[src/rtl/prog_loader_pkg.sv]
// Shared opcodes, FSM state encoding and default control words for prog_loader.
// The VERIFY state exists only when PROG_LOADER_VERIFY_EN is defined.
package prog_loader_pkg;

    localparam logic [7:0] OP_SET_ADDR = 8'h01;
    localparam logic [7:0] OP_WRITE    = 8'h02;
    localparam logic [7:0] OP_TAKE     = 8'h03;
    localparam logic [7:0] OP_RELEASE  = 8'h04;

    localparam logic [31:0] CW_MEM_WRITE_DEFAULT = 32'h0000_0000;
    localparam logic [31:0] CW_MEM_READ_DEFAULT  = 32'h0000_0000;

    typedef enum logic [2:0] {
        IDLE,
        ARG,
        TAKE,
        WR_SETUP,
        WR_STROBE,
        WR_HOLD
`ifdef PROG_LOADER_VERIFY_EN
        , VERIFY
`endif
    } state_t;

endpackage

[src/rtl/mem_write_seq.sv]
// One memory write cycle: SETUP, STROBE, HOLD, plus a two-cycle read-back VERIFY
// when PROG_LOADER_VERIFY_EN is defined. Address and data are latched on start.
module mem_write_seq
    import prog_loader_pkg::*;
#(
    parameter logic [31:0] CW_MEM_WRITE = CW_MEM_WRITE_DEFAULT,
    parameter logic [31:0] CW_MEM_READ  = CW_MEM_READ_DEFAULT
) (
    input  logic        clk,
    input  logic        rst,
    input  logic        start,
    input  logic [15:0] addr,
    input  logic [7:0]  data,
    input  logic [7:0]  bus_in,
    output logic        done,
    output logic        mismatch,
    output logic        verifying,
    output logic [15:0] addr_out,
    output logic [7:0]  data_out,
    output logic [31:0] cw_out,
    output state_t      state
);

    state_t      state_d;
    logic [15:0] addr_q;
    logic [7:0]  data_q;

    always_ff @(posedge clk or posedge rst) begin
        if (rst) begin
            state  <= IDLE;
            addr_q <= '0;
            data_q <= '0;
        end else begin
            state <= state_d;
            if (start && state == IDLE) begin
                addr_q <= addr;
                data_q <= data;
            end
        end
    end

    assign addr_out = addr_q;
    assign data_out = data_q;

`ifdef PROG_LOADER_VERIFY_EN
    // High on the second VERIFY cycle, where bus_in is sampled.
    logic verify_second_q;

    always_ff @(posedge clk or posedge rst) begin
        if (rst) verify_second_q <= 1'b0;
        else     verify_second_q <= (state == VERIFY) && !verify_second_q;
    end
`else
    logic unused_verify;
    assign unused_verify = ^{bus_in, CW_MEM_READ};
`endif

    always_comb begin
        state_d   = state;
        done      = 1'b0;
        mismatch  = 1'b0;
        verifying = 1'b0;
        cw_out    = '0;
        case (state)
            IDLE:      if (start) state_d = WR_SETUP;
            WR_SETUP:  state_d = WR_STROBE;
            WR_STROBE: begin
                cw_out  = CW_MEM_WRITE;
                state_d = WR_HOLD;
            end
            WR_HOLD: begin
`ifdef PROG_LOADER_VERIFY_EN
                state_d = VERIFY;
`else
                done    = 1'b1;
                state_d = IDLE;
`endif
            end
`ifdef PROG_LOADER_VERIFY_EN
            VERIFY: begin
                verifying = 1'b1;
                cw_out    = CW_MEM_READ;
                if (verify_second_q) begin
                    done     = 1'b1;
                    mismatch = (bus_in != data_q);
                    state_d  = IDLE;
                end
            end
`endif
            default:   state_d = IDLE;
        endcase
    end

endmodule

[src/rtl/prog_loader.sv]
// Host-side loader: parses the command byte stream, owns the CPU buses while
// writing memory. Optional read-back verify via PROG_LOADER_VERIFY_EN.
module prog_loader
    import prog_loader_pkg::*;
#(
    parameter logic [31:0] CW_MEM_WRITE  = CW_MEM_WRITE_DEFAULT,
    parameter logic [31:0] CW_MEM_READ   = CW_MEM_READ_DEFAULT,
    parameter int unsigned SETTLE_CYCLES = 2
) (
    input  logic        clk,
    input  logic        rst,
    input  logic [7:0]  cmd_data,
    input  logic        cmd_valid,
    output logic        cmd_ready,
    output logic        ctrlen,
    output logic [31:0] cw_out,
    output logic        cw_oe,
    output logic [15:0] addr_out,
    output logic        addr_oe,
    output logic [7:0]  data_out,
    output logic        data_oe,
    input  logic [7:0]  bus_in,
    output logic        busy,
    output logic        err,
    output state_t      state_dbg
);

    localparam logic [3:0] SETTLE_LAST = 4'(SETTLE_CYCLES - 1);

    // Handshake: a byte moves on every rising edge where cmd_valid && cmd_ready.
    // WR_SETUP in state_q means "write in flight"; the sequencer owns the phases.
    state_t      state_q, state_d;
    logic [7:0]  op_q, op_d;
    logic        arg_hi_q, arg_hi_d;
    logic [7:0]  cnt_q, cnt_d;
    logic [15:0] addr_q, addr_d;
    logic        owned_q, owned_d;
    logic        err_q, err_d;
    logic        pend_q, pend_d;
    logic [7:0]  wdata_q, wdata_d;
    logic [3:0]  settle_q;
    logic        ready_en_q;

    logic        accept, seq_start, seq_done, seq_mismatch, seq_verifying;
    logic [7:0]  seq_data;
    state_t      seq_state;

    assign accept   = cmd_valid && cmd_ready;
    assign seq_data = (state_q == TAKE) ? wdata_q : cmd_data;

    mem_write_seq #(
        .CW_MEM_WRITE(CW_MEM_WRITE),
        .CW_MEM_READ (CW_MEM_READ)
    ) u_seq (
        .clk      (clk),
        .rst      (rst),
        .start    (seq_start),
        .addr     (addr_q),
        .data     (seq_data),
        .bus_in   (bus_in),
        .done     (seq_done),
        .mismatch (seq_mismatch),
        .verifying(seq_verifying),
        .addr_out (addr_out),
        .data_out (data_out),
        .cw_out   (cw_out),
        .state    (seq_state)
    );

    always_ff @(posedge clk or posedge rst) begin
        if (rst) begin
            state_q    <= IDLE;
            op_q       <= '0;
            arg_hi_q   <= 1'b0;
            cnt_q      <= '0;
            addr_q     <= '0;
            owned_q    <= 1'b0;
            err_q      <= 1'b0;
            pend_q     <= 1'b0;
            wdata_q    <= '0;
            settle_q   <= '0;
            ready_en_q <= 1'b0;
        end else begin
            state_q    <= state_d;
            op_q       <= op_d;
            arg_hi_q   <= arg_hi_d;
            cnt_q      <= cnt_d;
            addr_q     <= addr_d;
            owned_q    <= owned_d;
            err_q      <= err_d;
            pend_q     <= pend_d;
            wdata_q    <= wdata_d;
            settle_q   <= (state_q == TAKE) ? settle_q + 4'd1 : 4'd0;
            ready_en_q <= 1'b1;
        end
    end

    always_comb begin
        state_d   = state_q;
        op_d      = op_q;
        arg_hi_d  = arg_hi_q;
        cnt_d     = cnt_q;
        addr_d    = addr_q;
        owned_d   = owned_q;
        err_d     = err_q || seq_mismatch;
        pend_d    = pend_q;
        wdata_d   = wdata_q;
        seq_start = 1'b0;
        case (state_q)
            IDLE: begin
                if (accept) begin
                    case (cmd_data)
                        OP_SET_ADDR, OP_WRITE: begin
                            op_d     = cmd_data;
                            arg_hi_d = 1'b0;
                            state_d  = ARG;
                        end
                        OP_TAKE: begin
                            if (!owned_q) begin
                                pend_d  = 1'b0;
                                state_d = TAKE;
                            end
                        end
                        OP_RELEASE: owned_d = 1'b0;
                        default:    err_d = 1'b1;
                    endcase
                end
            end
            ARG: begin
                if (accept) begin
                    if (op_q == OP_SET_ADDR) begin
                        if (!arg_hi_q) begin
                            addr_d[7:0] = cmd_data;
                            arg_hi_d    = 1'b1;
                        end else begin
                            addr_d[15:8] = cmd_data;
                            state_d      = IDLE;
                        end
                    end else if (!arg_hi_q) begin
                        cnt_d    = cmd_data;
                        arg_hi_d = 1'b1;
                    end else begin
                        cnt_d   = cnt_q - 8'd1;
                        wdata_d = cmd_data;
                        if (owned_q) begin
                            seq_start = 1'b1;
                            state_d   = WR_SETUP;
                        end else begin
                            pend_d  = 1'b1;
                            state_d = TAKE;
                        end
                    end
                end
            end
            TAKE: begin
                if (settle_q == SETTLE_LAST) begin
                    owned_d = 1'b1;
                    pend_d  = 1'b0;
                    if (pend_q) begin
                        seq_start = 1'b1;
                        state_d   = WR_SETUP;
                    end else begin
                        state_d = IDLE;
                    end
                end
            end
            WR_SETUP: begin
                if (seq_done) state_d = (cnt_q == 8'd0) ? IDLE : ARG;
            end
            default: state_d = IDLE;
        endcase
        if (seq_start) addr_d = addr_q + 16'd1;
    end

    // Buses stay driven for as long as the loader owns them, to avoid float.
    assign cmd_ready = ready_en_q && (state_q == IDLE || state_q == ARG);
    assign busy      = !(state_q == IDLE || state_q == ARG);
    assign ctrlen    = !(state_q == TAKE || owned_q);
    assign cw_oe     = owned_q;
    assign addr_oe   = owned_q;
    assign data_oe   = owned_q && !seq_verifying;
    assign err       = err_q;
    assign state_dbg = (state_q == WR_SETUP) ? seq_state : state_q;

endmodule

[config.mk]
export PLATFORM = sky130hd
export DESIGN_NAME = prog_loader
export DESIGN_NICKNAME = d
export VERILOG_FILES = /design/src/rtl/prog_loader_pkg.sv /design/src/rtl/mem_write_seq.sv /design/src/rtl/prog_loader.sv
export SDC_FILE = /design/constraint.sdc
export NUM_CORES = 1
export LEC_CHECK = 0
export CAP_MARGIN = 20
export CORE_ASPECT_RATIO = 0.5
export CORE_UTILIZATION = 30
export CTS_BUF_LIST = sky130_fd_sc_hd__clkbuf_8 sky130_fd_sc_hd__clkbuf_16
export DETAILED_ROUTE_END_ITERATION = 12
export PLACE_DENSITY = 0.61
export SETUP_SLACK_MARGIN = 0.4
export SLEW_MARGIN = 20
export SYNTH_ARGS = -nofsm -noshare
export SYNTH_HDL_FRONTEND = slang
export SYNTH_SLANG_ARGS = --single-unit
[constraint.sdc]
create_clock -name clk -period 2.9 [get_ports clk]
set_clock_uncertainty 0.1 [all_clocks]
set_input_delay 0.435 -clock clk [delete_from_list [all_inputs] [get_ports clk]]
set_output_delay 0.435 -clock clk [all_outputs]
set_load 0.005 [all_outputs]
Fig. 1: power grid
Scale bar: 50 um. Pins as bars on the die edge. Tap cells in gray.
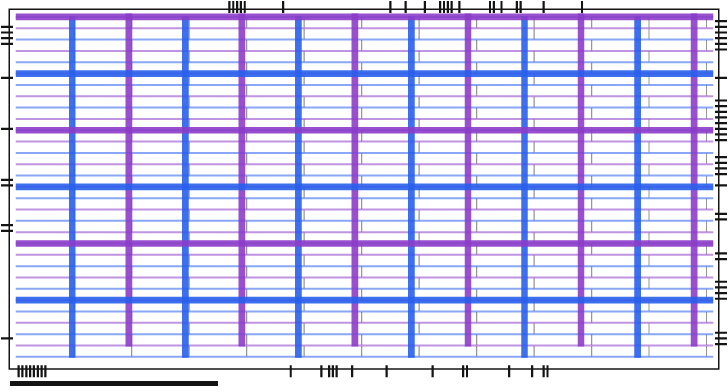
[blue] VSS
[purple] VDD
met5 straps: 6
met4 straps: 12
tap cells: 192
signal pins: 85

Fig. 2: cell classes on the final placement
Scale bar: 50 um.
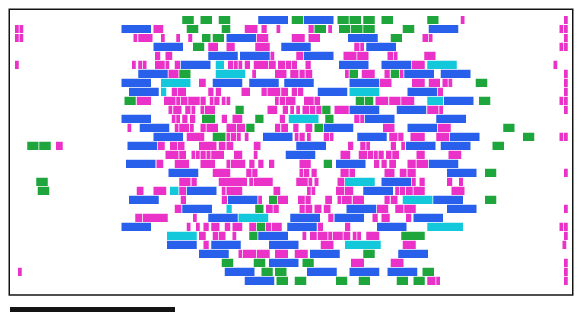
[cyan] clock drivers and dummy loads | cells: 16
[magenta] all other logic | cells: 325
[blue] flip-flops | cells: 78
[green] other buffers and delay cells | cells: 64

==> reports/summary.txt <==
RSZ-0062 raised after global routing: yes
Outcome: completed
Unique cell types: 67
Yosys chip area: 4232 um2
Hold Violations, Final: 0
Post-route cell area: 5209 um2
Tool warnings: 40
Period utilization: 83.29%
Yosys cell count: 420
Hold Startpoint: u_seq.data_out[5]
CP Max Fanout: 13
Yosys top cell by area: dfrtp_1
Post-route ant nets: 0
Nets: 506
Top-count cell post-synth: dfrtp_1
DP Wirelength: 7.154 mm
Chip area: 14,610 um2
Critical path required time: 2.37 ns
Metal-1 WL: 4.786 mm
Gr usage total: 14.36%
CTS root buf: clkbuf_16
ANT cells: 0
CP Capture Type: output port
Vert. Die Dim: 85.98 um
First-pass GRT wire length: 16.02 mm
Initial antenna violation count: 0
Ranking of synthesized cells by area: dfrtp_1 (46%), buf_4 (6.4%), mux2_2 (5.9%)
PwrDens: 774.5 nW/um2
Synth Warn #: 0
Top cells by count, synth: dfrtp_1 (78), buf_4 (36), nand2_1 (30)
Final Critical Period: 2.415 ns
Fin Hold WS: 0.3742 ns
Drt first pass iters: 4
Worst EP arrival: 1.88 ns
LEAKAGE: 2.213 nW
Flops after synth: 78
R2R setup slack: 0.59 ns
Startpoint types: flip-flop
Worst-case clock buffer depth: 2
FP Rows: 30
Flip-flops with a built-in enable: 0
Die width: 170.0 um
Highest Signal Layer: met4
Setup TNS: 0 ns
Max Cap Violations: 0
R2r startpoint: op_q[3]
Per-instance average area after synthesis: 10.08 um2
Final WS setup: 0.4847 ns
Path type of the worst min-delay path: reg -> reg
TritonCTS clock tree: built
CP endpoint: ctrlen
Synth Seq Share: 46.13%
CP Class: reg -> out
Max-slew headroom: 56.84%
Final setup vio count: 0
Via Count: 3,297
Fp_density: 30.97%
Placement Setup Slack: 0.3215 ns
Max IR drop VDD: 0.2904 mV
Area Growth Syn to Fin: 23.09%
CTS clk-pin slew, worst paths: 0.06 ns
Critical Path Start: state_q[0]
Top cell area share: 46.13%
Asr flop ratio synth: 100.0%
Routed WL per cell: 14.74 um
Fraction of layout cells with a size suffix above 1: 15.73%
Met2 wire len: 4.498 mm
DRC viols: 0
Number of global-route vias before repair: 3,050
Cell count after synthesis: 420
PortBufs: 44
Slew Limit Fails: 0
Fig. 3: clock network drawn from the DEF
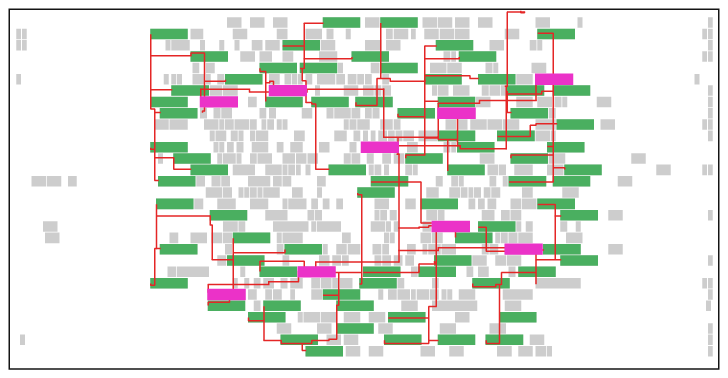
[green] flip-flops | count: 78
[red] clock wires | length: 1,110 um
[magenta] cells driving clock nets | count: 9
routed clock nets: 10
Clk pwr share: 30.5%
Late-Pin Clk Latency: 0.35 ns
Clock Power: 1.23 mW

-- metal layers --
| metal | GRT usage [%] | vias to the layer above |
|---|---|---|
| met5 | 0 | - |
| met4 | 3.194 | 0 |
| met3 | 4.430 | 10 |
| met2 | 22.13 | 105 |
| met1 | 19.70 | 1609 |
| li1 | - | 1573 |
-- kinds of logic after synthesis --
group	count (synthesis)	share of synthesized area, %
AOI/OAI and AO/OA	92	13.99
DFF	78	46.13
and+or+nand+nor	134	17.53
xor gates and xnor gates	7	1.449
muxes	34	8.841
other	2	0.1775
adders and majority gates	9	2.661
buffers and inverters	64	9.225
-- placed cells by master, fill, tap and decap left out, types with 4 or more instances in the layout --
cell type / n
ha_1: 7
clkdlybuf4s50_1: 44
nor3_1: 12
nand4_1: 4
o21ai_1: 4
conb_1: 33
o21ai_0: 25
mux2i_1: 10
a21o_1: 4
dfrtp_1: 78
a21oi_1: 18
a221o_1: 5
mux2_2: 22
inv_1: 14
xnor2_1: 5
nand3_1: 20
nor4_1: 5
clkbuf_16: 9
buf_4: 17
nor2_1: 26
and2_1: 7
o22ai_1: 11
nand2_1: 30
-- repair_timing --
| item | 4_1_cts | 5_1_grt |
|---|---|---|
| hold endpoints to repair | 0 | 0 |
| resized | 4 | 5 |
| endpoints found under the setup margin | 4 | 6 |
| setup buffers | 0 | 0 |
| hold buffers | 0 | 0 |
-- report_power, final --
part	total [mW]	switching [mW]	leakage [nW]	internal [mW]
Clock	1.23	0.456	0.154	0.774
Sequential	1.54	0.198	1.01	1.34
Combinational	1.27	0.603	1.05	0.662
-- area by class of cell --
type | count | area, um2
fill | 1371 | 8454
clock buffer | 10 | 239.0
tap | 192 | 240.2
inverter | 16 | 63.81
clock inverter | 6 | 85.08
sequential | 78 | 1952
multi-input combinational | 309 | 2018
timing repair buffer | 64 | 610.6
-- sequential cells by signal, indices dropped and copies added (netlist names), 2 cells and up --
name and flops:
addr_q 16, u_seq.addr_out 16, cnt_q 8, op_q 8, u_seq.data_out 8, wdata_q 8, settle_q 4, u_seq.state 3
state_q 2
-- how the worst min path moves through the flow --
stage	to	slack (ns)	cells after the start
floorplan	settle_q[0]	0.35	1
global placement	u_seq.data_out[5]	0.36	2
detailed placement	err	0.37	1
CTS	u_seq.data_out[0]	0.38	2
global route	err	0.39	1
finish	u_seq.data_out[5]	0.37	2
-- worst max-delay path, cell delays in order, from the launching register on --
cell,delay [ns]
dfrtp_1,0.38
inv_1,0.11
ha_1,0.24
buf_6,0.17
nor2_1,0.11
clkdlybuf4s50_1,0.52
-- through the flow --
stage / util [%] / power, mW / cells
global route: 38.12 / 4.304 / 675
floorplan: - / 2.288 / 451
global placement: 35.60 / 2.764 / 659
CTS: 38.01 / 4.056 / 675
finish: 38.12 / 4.034 / 675
detailed placement: 35.60 / 2.802 / 659
Power and IR drop assume default switching activity.
